<file path="src/rtl/regbus_ctrl.sv">
`default_nettype none
// ============================================================================
//  Module   : regbus_ctrl
//  Purpose  : Register-bus initiator for Processor X. Sequences write-back
//             and operand-fetch requests onto the single 8x16 register-file
//             bus. Write-back has priority; fetched operands are returned on
//             a valid/ready handshake and held stable until accepted.
//  Options  : REGBUS_ZERO_REG_EN - register 0 reads as zero, writes to it
//             are accepted but never reach the bus.
//  Revision : 1.0 - initial release
// ============================================================================
module regbus_ctrl #(
   parameter int DATA_W = 16,
   parameter int ADDR_W = 3
) (
   input  logic              clk,
   input  logic              rst_n,
   // operand-fetch request from decode
   input  logic              req_valid,
   output logic              req_ready,
   input  logic [ADDR_W-1:0] req_rs1,
   input  logic [ADDR_W-1:0] req_rs2,
   // operand return
   output logic              op_valid,
   input  logic              op_ready,
   output logic [DATA_W-1:0] op_a,
   output logic [DATA_W-1:0] op_b,
   // write-back request from execute
   input  logic              wb_valid,
   output logic              wb_ready,
   input  logic [ADDR_W-1:0] wb_rd,
   input  logic [DATA_W-1:0] wb_data,
   // register-file bus
   output logic [ADDR_W-1:0] bus_rs1,
   output logic [ADDR_W-1:0] bus_rs2,
   input  logic [DATA_W-1:0] bus_data_rs1,
   input  logic [DATA_W-1:0] bus_data_rs2,
   output logic [ADDR_W-1:0] bus_rd,
   output logic [DATA_W-1:0] bus_data_in,
   output logic              bus_we
);

`ifdef REGBUS_ZERO_REG_EN
   localparam bit ZERO_REG_EN = 1'b1;
`else
   localparam bit ZERO_REG_EN = 1'b0;
`endif

   typedef enum logic [1:0] {
      IDLE  = 2'd0,
      WRITE = 2'd1,
      READ  = 2'd2,
      HOLD  = 2'd3
   } state_t;

   state_t              state_q,       state_d;
   logic [ADDR_W-1:0]   bus_rs1_q,     bus_rs1_d;
   logic [ADDR_W-1:0]   bus_rs2_q,     bus_rs2_d;
   logic [ADDR_W-1:0]   bus_rd_q,      bus_rd_d;
   logic [DATA_W-1:0]   bus_data_in_q, bus_data_in_d;
   logic [DATA_W-1:0]   op_a_q,        op_a_d;
   logic [DATA_W-1:0]   op_b_q,        op_b_d;

   logic                w_req_ready;
   logic                w_wb_ready;
   logic                w_op_valid;
   logic                w_bus_we;
   logic                w_wb_to_zero;

   // A write-back aimed at the hard-wired zero register is swallowed in IDLE
   assign w_wb_to_zero = ZERO_REG_EN && (wb_rd == '0);

   // Next-state, bus-latch and handshake decode
   always_comb begin
      state_d       = state_q;
      bus_rs1_d     = bus_rs1_q;
      bus_rs2_d     = bus_rs2_q;
      bus_rd_d      = bus_rd_q;
      bus_data_in_d = bus_data_in_q;
      op_a_d        = op_a_q;
      op_b_d        = op_b_q;
      w_req_ready   = 1'b0;
      w_wb_ready    = 1'b0;
      w_op_valid    = 1'b0;
      w_bus_we      = 1'b0;
      unique case (state_q)
         IDLE: begin
            w_wb_ready  = 1'b1;
            w_req_ready = !wb_valid;
            if (wb_valid) begin
               if (!w_wb_to_zero) begin
                  state_d       = WRITE;
                  bus_rd_d      = wb_rd;
                  bus_data_in_d = wb_data;
               end
            end else if (req_valid) begin
               state_d   = READ;
               bus_rs1_d = req_rs1;
               bus_rs2_d = req_rs2;
            end
         end
         WRITE: begin
            w_bus_we = 1'b1;
            state_d  = IDLE;
         end
         READ: begin
            // Register-file read data is combinational from the indices
            // driven this cycle, so it is captured at the end of READ.
            op_a_d  = (ZERO_REG_EN && (bus_rs1_q == '0)) ? '0 : bus_data_rs1;
            op_b_d  = (ZERO_REG_EN && (bus_rs2_q == '0)) ? '0 : bus_data_rs2;
            state_d = HOLD;
         end
         HOLD: begin
            w_op_valid = 1'b1;
            if (op_ready) begin
               state_d = IDLE;
            end
         end
         default: state_d = IDLE;
      endcase
   end

   // State and bus/operand registers
   always_ff @(posedge clk or negedge rst_n) begin
      if (!rst_n) begin
         state_q       <= IDLE;
         bus_rs1_q     <= '0;
         bus_rs2_q     <= '0;
         bus_rd_q      <= '0;
         bus_data_in_q <= '0;
         op_a_q        <= '0;
         op_b_q        <= '0;
      end else begin
         state_q       <= state_d;
         bus_rs1_q     <= bus_rs1_d;
         bus_rs2_q     <= bus_rs2_d;
         bus_rd_q      <= bus_rd_d;
         bus_data_in_q <= bus_data_in_d;
         op_a_q        <= op_a_d;
         op_b_q        <= op_b_d;
      end
   end

   // Handshakes and write enable are forced low while reset is held, so an
   // asserted rst_n kills bus_we immediately and nothing is accepted.
   assign req_ready   = w_req_ready & rst_n;
   assign wb_ready    = w_wb_ready  & rst_n;
   assign op_valid    = w_op_valid  & rst_n;
   assign bus_we      = w_bus_we    & rst_n;

   assign bus_rs1     = bus_rs1_q;
   assign bus_rs2     = bus_rs2_q;
   assign bus_rd      = bus_rd_q;
   assign bus_data_in = bus_data_in_q;
   assign op_a        = op_a_q;
   assign op_b        = op_b_q;

endmodule
`default_nettype wire

</file>
<file path="config.mk">
export PLATFORM = sky130hd
export DESIGN_NAME = regbus_ctrl
export DESIGN_NICKNAME = d
export VERILOG_FILES = /design/src/rtl/regbus_ctrl.sv
export SDC_FILE = /design/constraint.sdc
export NUM_CORES = 1
export LEC_CHECK = 0
export CAP_MARGIN = 20
export CORE_ASPECT_RATIO = 0.5
export CORE_UTILIZATION = 35
export DETAILED_ROUTE_END_ITERATION = 10
export GPL_ROUTABILITY_DRIVEN = 1
export PLACE_DENSITY = 0.81
export RECOVER_POWER = 50
export SYNTH_ARGS = -nofsm -noshare
export SYNTH_HDL_FRONTEND = slang
export SYNTH_SLANG_ARGS = --single-unit
</file>
<file path="constraint.sdc">
create_clock -name clk -period 1.6 [get_ports clk]
set_clock_uncertainty 0.05 [all_clocks]
set_input_delay 0.48 -clock clk [delete_from_list [all_inputs] [get_ports clk]]
set_output_delay 0.48 -clock clk [all_outputs]
set_load 0.1 [all_outputs]
</file>
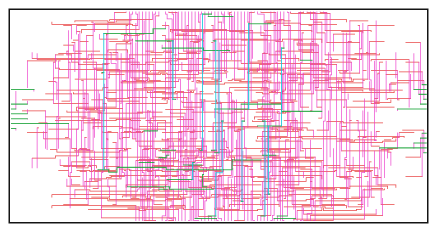
*Routed metal, one colour a layer, run 1*
colour	layer	wire length
red	met1	3730 um
green	met3	322 um
magenta	met2	4960 um
cyan	met4	298 um

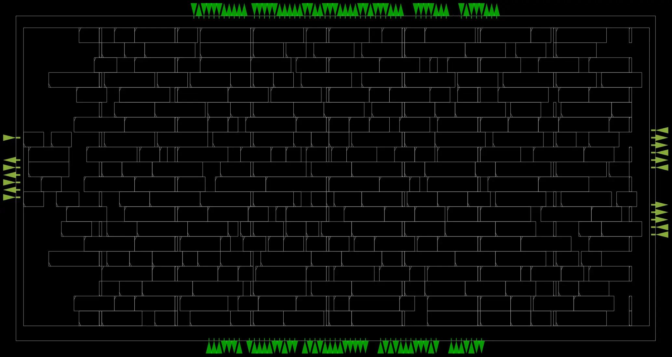
*Placement view, run 1*
Fillers: 313
Finished Layout Cells: 379

==> impl_metrics.env, run 1 <==
# yosys + openroad results
export IMPL_antenna_left=0
export IMPL_largest_area_cell="dfrtp_1"
export IMPL_viasPerCell=4.99
export IMPL_routed_wl_um=9300
export IMPL_dieWidth_um=117
export IMPL_finalSetupViolations=61
export IMPL_syn_avg_cell_area_um2=16.9
export IMPL_wl_per_cell_um=24.5
export IMPL_cts_root_buffer="clkbuf_16"
export IMPL_antenna_found_initial=0
export IMPL_core_area_um2=6210
export IMPL_yosys_area_top_type_share=0.643
export IMPL_top_cells_by_count="59 x dfrtp_1, 55 x mux2_2, 6 x buf_6"
export IMPL_drive_gt1_frac=0.574
export IMPL_clkLatencyLatePin_ps=330
export IMPL_setup_ws_ps=-291
export IMPL_gp_congestion=0.722
export IMPL_hold_viol_final=0
export IMPL_finalCriticalPeriod_ps=1890
export IMPL_firstDrtPassIters=4
export IMPL_fp_nets=198
export IMPL_pre_cts_ws_ps=-407
export IMPL_placementRows=20
export IMPL_overflow=0
export IMPL_die_h_um=59.3
export IMPL_ys_area_um2=2300
export IMPL_violations="setup timing"
export IMPL_tightest_slew_ps=1150
export IMPL_outcome="finished with violations"
export IMPL_holdWs_ps=280
export IMPL_rsz0062_at_grt="true"
export IMPL_numPortBuffers=122
export IMPL_drtIter0Drc=80
export IMPL_maxSlewViolCount=0
export IMPL_clk_pin_slew_ps=60
export IMPL_grt_pass1_wl_um=11900
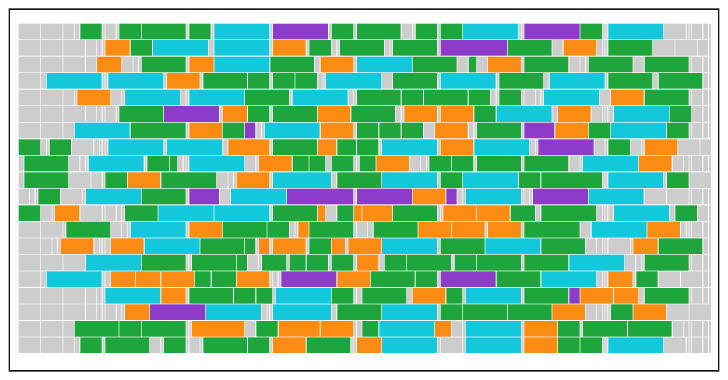
*Placement by cell class, run 1*
Fill, decap, tap and diode cells in grey.
colour	class	cells
purple	clock drivers and dummy loads	16
green	other buffers and delay cells	146
cyan	flip-flops	59
orange	all other logic	70

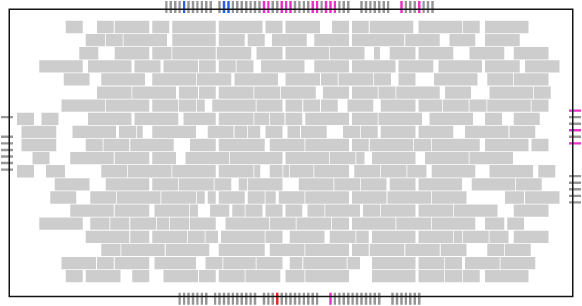
*Pin placement, run 1*
Pins as bars across the die edge, other pins in grey.
colour	port	pins	direction	edge
red	wb_ready	1	output	south
blue	wb_rd	3	input	north
magenta	bus_data_rs1	16	input	12 north, 3 east, 1 south
all pins by edge	56 north, 49 south, 11 east, 7 west

-- run 1: sequential cells by signal (all words and copies together), names as in the netlist --
register	cells
bus_data_in	16
op_a	16
bus_rs2	3
op_b	16
bus_rs1	3
state_q	2
bus_rd	3
-- run 1: worst paths after layout --
check	from	end	slack, ps	cells past startpoint
worst max-delay path	state_q[0]	op_b[3]	-290	7
worst max register to register	state_q[0]	op_b[3]	-290	7
max in group asynchronous	rst_n	state_q[1]	190	2
min in group clk	op_b[7]	op_b[7]	530	1
worst min-delay path	rst_n	bus_data_in[2]	280	2
worst min register to register	op_b[7]	op_b[7]	530	1
-- run 1: logic make-up (layout without fill, tap and decap cells) --
logic type / after synthesis / in the layout / share of synthesized area
muxes: 57 / 57 / 0.281
AOI/OAI and AO/OA: 3 / 3 / 0.00871
and+or+nand+nor: 9 / 9 / 0.0332
DFF: 59 / 59 / 0.643
buffers and inverters: 8 / 163 / 0.0343
-- run 1: timing repair --
item,in CTS,in global routing
gates resized,8,52
setup buffers,4,4
setup endpoints to repair,32,60
pin swaps,0,1
gates cloned,2,4
-- run 1: critical path, stage by stage, from the launching register on --
cell       delay (ps)
dfrtp_2           450
buf_4             160
buf_6             130
buf_4             140
nor2b_4           200
buf_6             150
clkbuf_16         160
mux2_2            330
-- run 1: through the flow --
step	util	cells
2_1_floorplan	-	136
3_3_place_gp	0.691	350
3_5_place_dp	0.691	350
4_1_cts	0.761	372
5_1_grt	0.807	379
6_report	0.807	379
-- run 1: cell usage in the layout (no fill, tap or decap), types with 2 or more instances in the layout --
master and instances:
clkdlybuf4s50_1 59, clkbuf_16 13, buf_12 64, buf_6 3
o21ai_0 2, clkbuf_8 2, clkinv_2 3, mux2_4 45
bufinv_16 2, dfrtp_2 2, nor3b_4 2, mux2_2 12
buf_4 9, dfrtp_1 57, clkbuf_1 2
-- run 1: layout make-up --
type                    count  area (um^2)  area share
clock buffers              11          253      0.0505
clock inverters             5         75.1      0.0150
inverters                   1         3.75    0.000750
multi-input cells          69          943       0.188
flip-flops and latches     59         1480       0.295
well taps                  88          110      0.0220
repair buffers            146         2140       0.428
-- run 1: metal layers --
layer / up-vias / track usage / routed length (um)
li1: 779 / - / -
met1: 1012 / 0.273 / 3730
met2: 77 / 0.429 / 4960
met3: 25 / 0.0644 / 322
met4: 0 / 0.159 / 298
met5: - / 0 / 0
### Clock distribution, run 1

Scale bar: 20 um.
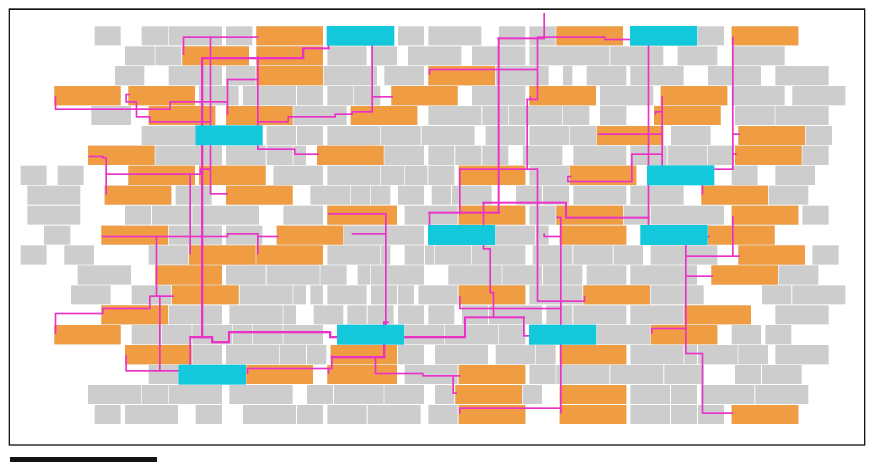

--- run 2 (diff from run 1) ---
--- a/config.mk
+++ b/config.mk
@@ -8,6 +8,7 @@
 export CAP_MARGIN = 20
 export CORE_ASPECT_RATIO = 0.5
 export CORE_UTILIZATION = 35
+export CTS_BUF_LIST = sky130_fd_sc_hd__clkbuf_2 sky130_fd_sc_hd__clkbuf_4 sky130_fd_sc_hd__clkbuf_8
 export DETAILED_ROUTE_END_ITERATION = 10
 export GPL_ROUTABILITY_DRIVEN = 1
 export PLACE_DENSITY = 0.81
@@ -15,3 +16,4 @@
 export SYNTH_ARGS = -nofsm -noshare
 export SYNTH_HDL_FRONTEND = slang
 export SYNTH_SLANG_ARGS = --single-unit
+export TNS_END_PERCENT = 10
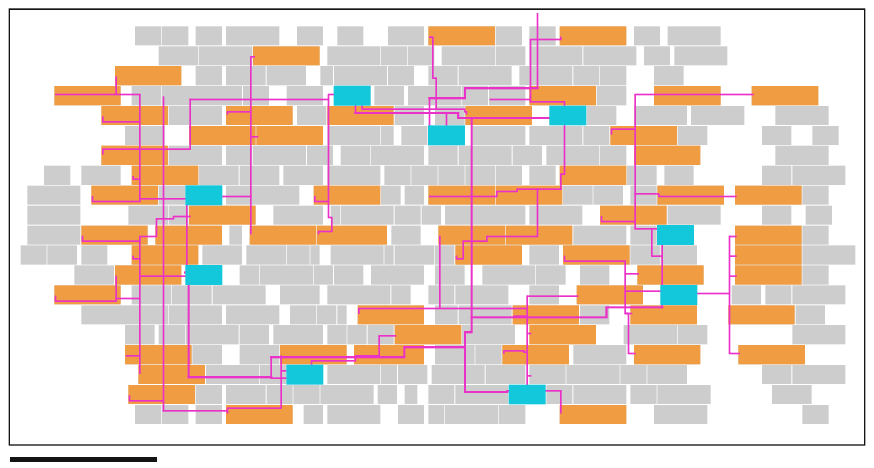
*Clock distribution, run 2*
Scale bar: 20 um.
[cyan] cells driving clock nets | count: 9
[magenta] clock wires | length: 837 um
[orange] flip-flops | count: 59
routed clock nets	10

==> impl_metrics.env, run 2 <==
# yosys + openroad results
export IMPL_viasPerCell=4.77
export IMPL_placementRows=20
export IMPL_outcome="finished with violations"
export IMPL_yosys_cells=136
export IMPL_antenna_left=0
export IMPL_seq_area_um2=1480
export IMPL_setup_ws_ps=-304
export IMPL_r2r_start="state_q[0]"
export IMPL_grt_pass1_wl_um=12200
export IMPL_drive_gt1_frac=0.564
export IMPL_combGateArea_um2=856
export IMPL_maxSlewViolCount=0
export IMPL_largest_area_cell="dfrtp_1"
export IMPL_ys_area_um2=2300
export IMPL_tightest_slew_ps=729
export IMPL_lay_top_cells="63 x buf_12, 59 x clkdlybuf4s50_1, 57 x dfrtp_1"
export IMPL_drtIter0Drc=69
export IMPL_cp_startpoint="state_q[1]"
export IMPL_finalCriticalPeriod_ps=1900
export IMPL_pre_cts_ws_ps=-410
export IMPL_die_h_um=59.3
export IMPL_cp_num_buf_inv=1
export IMPL_violations="setup timing"
export IMPL_crit_family="flip-flops"
export IMPL_top_cells_by_count="59 x dfrtp_1, 55 x mux2_2, 6 x buf_6"
export IMPL_final_common_cell="buf_12"
export IMPL_firstDrtPassIters=4
export IMPL_overflow=0
export IMPL_nFillCells=341
export IMPL_core_area_um2=6210
export IMPL_path_cells="nor3b_4 > and2_4 > buf_12"
export IMPL_clkLatencyLatePin_ps=350
export IMPL_rsz0062_at_grt="true"
export IMPL_finalSetupViolations=61
export IMPL_hold_viol_final=0
export IMPL_numPortBuffers=122
export IMPL_yosys_area_top_type_share=0.643
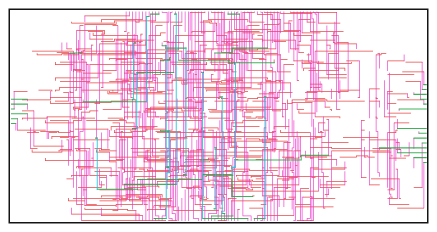
*Routed metal, one colour a layer, run 2*
Routed WL: 8060 um
GRT Util Overall: 0.250
via count: 1800
WL/cell: 21.4 um

-- run 2: cell count changes in the layout (fill, tap and decap cells not counted), sizes merged --
cell / change
clkinv: -3
buf: +1
bufbuf: +1
bufinv: -1
-- run 2: repair_timing --
item                                    in CTS  in global routing
pin swaps                                    4                  2
endpoints found under the setup margin      61                 61
setup buffers                                7                  3
resized                                     22                 11
cloned                                       2                  0
-- run 2: worst paths after layout --
kind	endpoint	slack [ps]	depth (start not counted)
worst max-delay path	req_ready	-300	3
worst min-delay path	bus_rd[1]	380	2
worst max register to register	op_b[8]	-210	6
worst min register to register	op_b[5]	510	1
max in group asynchronous	op_a[9]	540	2
min in group clk	op_b[5]	510	1
-- run 2: per-stage QoR --
step / instances / hold slack [ps]
floorplan: 136 / 134
global placement: 350 / 435
detailed placement: 350 / 458
CTS: 374 / 92.9
global route: 377 / 431
finish: 377 / 385
-- run 2: routing by layer --
layer | track usage | part of all wire | vias up
li1 | - | - | 773
met1 | 0.283 | 0.39 | 936
met2 | 0.445 | 0.52 | 64
met3 | 0.0613 | 0.036 | 27
met4 | 0.136 | 0.046 | 0
met5 | 0 | 0 | -
-- run 2: logic make-up after synthesis --
group	share of synthesized area
flip-flops	0.643
AND-OR/OR-AND	0.00871
multiplexers	0.281
AND/OR/NAND/NOR	0.0332
buffers and inverters	0.0343
-- run 2: final cells by class --
cell class	count	area share
timing repair buffer	145	0.438
sequential	59	0.312
multi-input combinational	69	0.181
clock buffer	14	0.0393
tap	88	0.0232
clock inverter	1	0.00634
inverter	1	0.000792
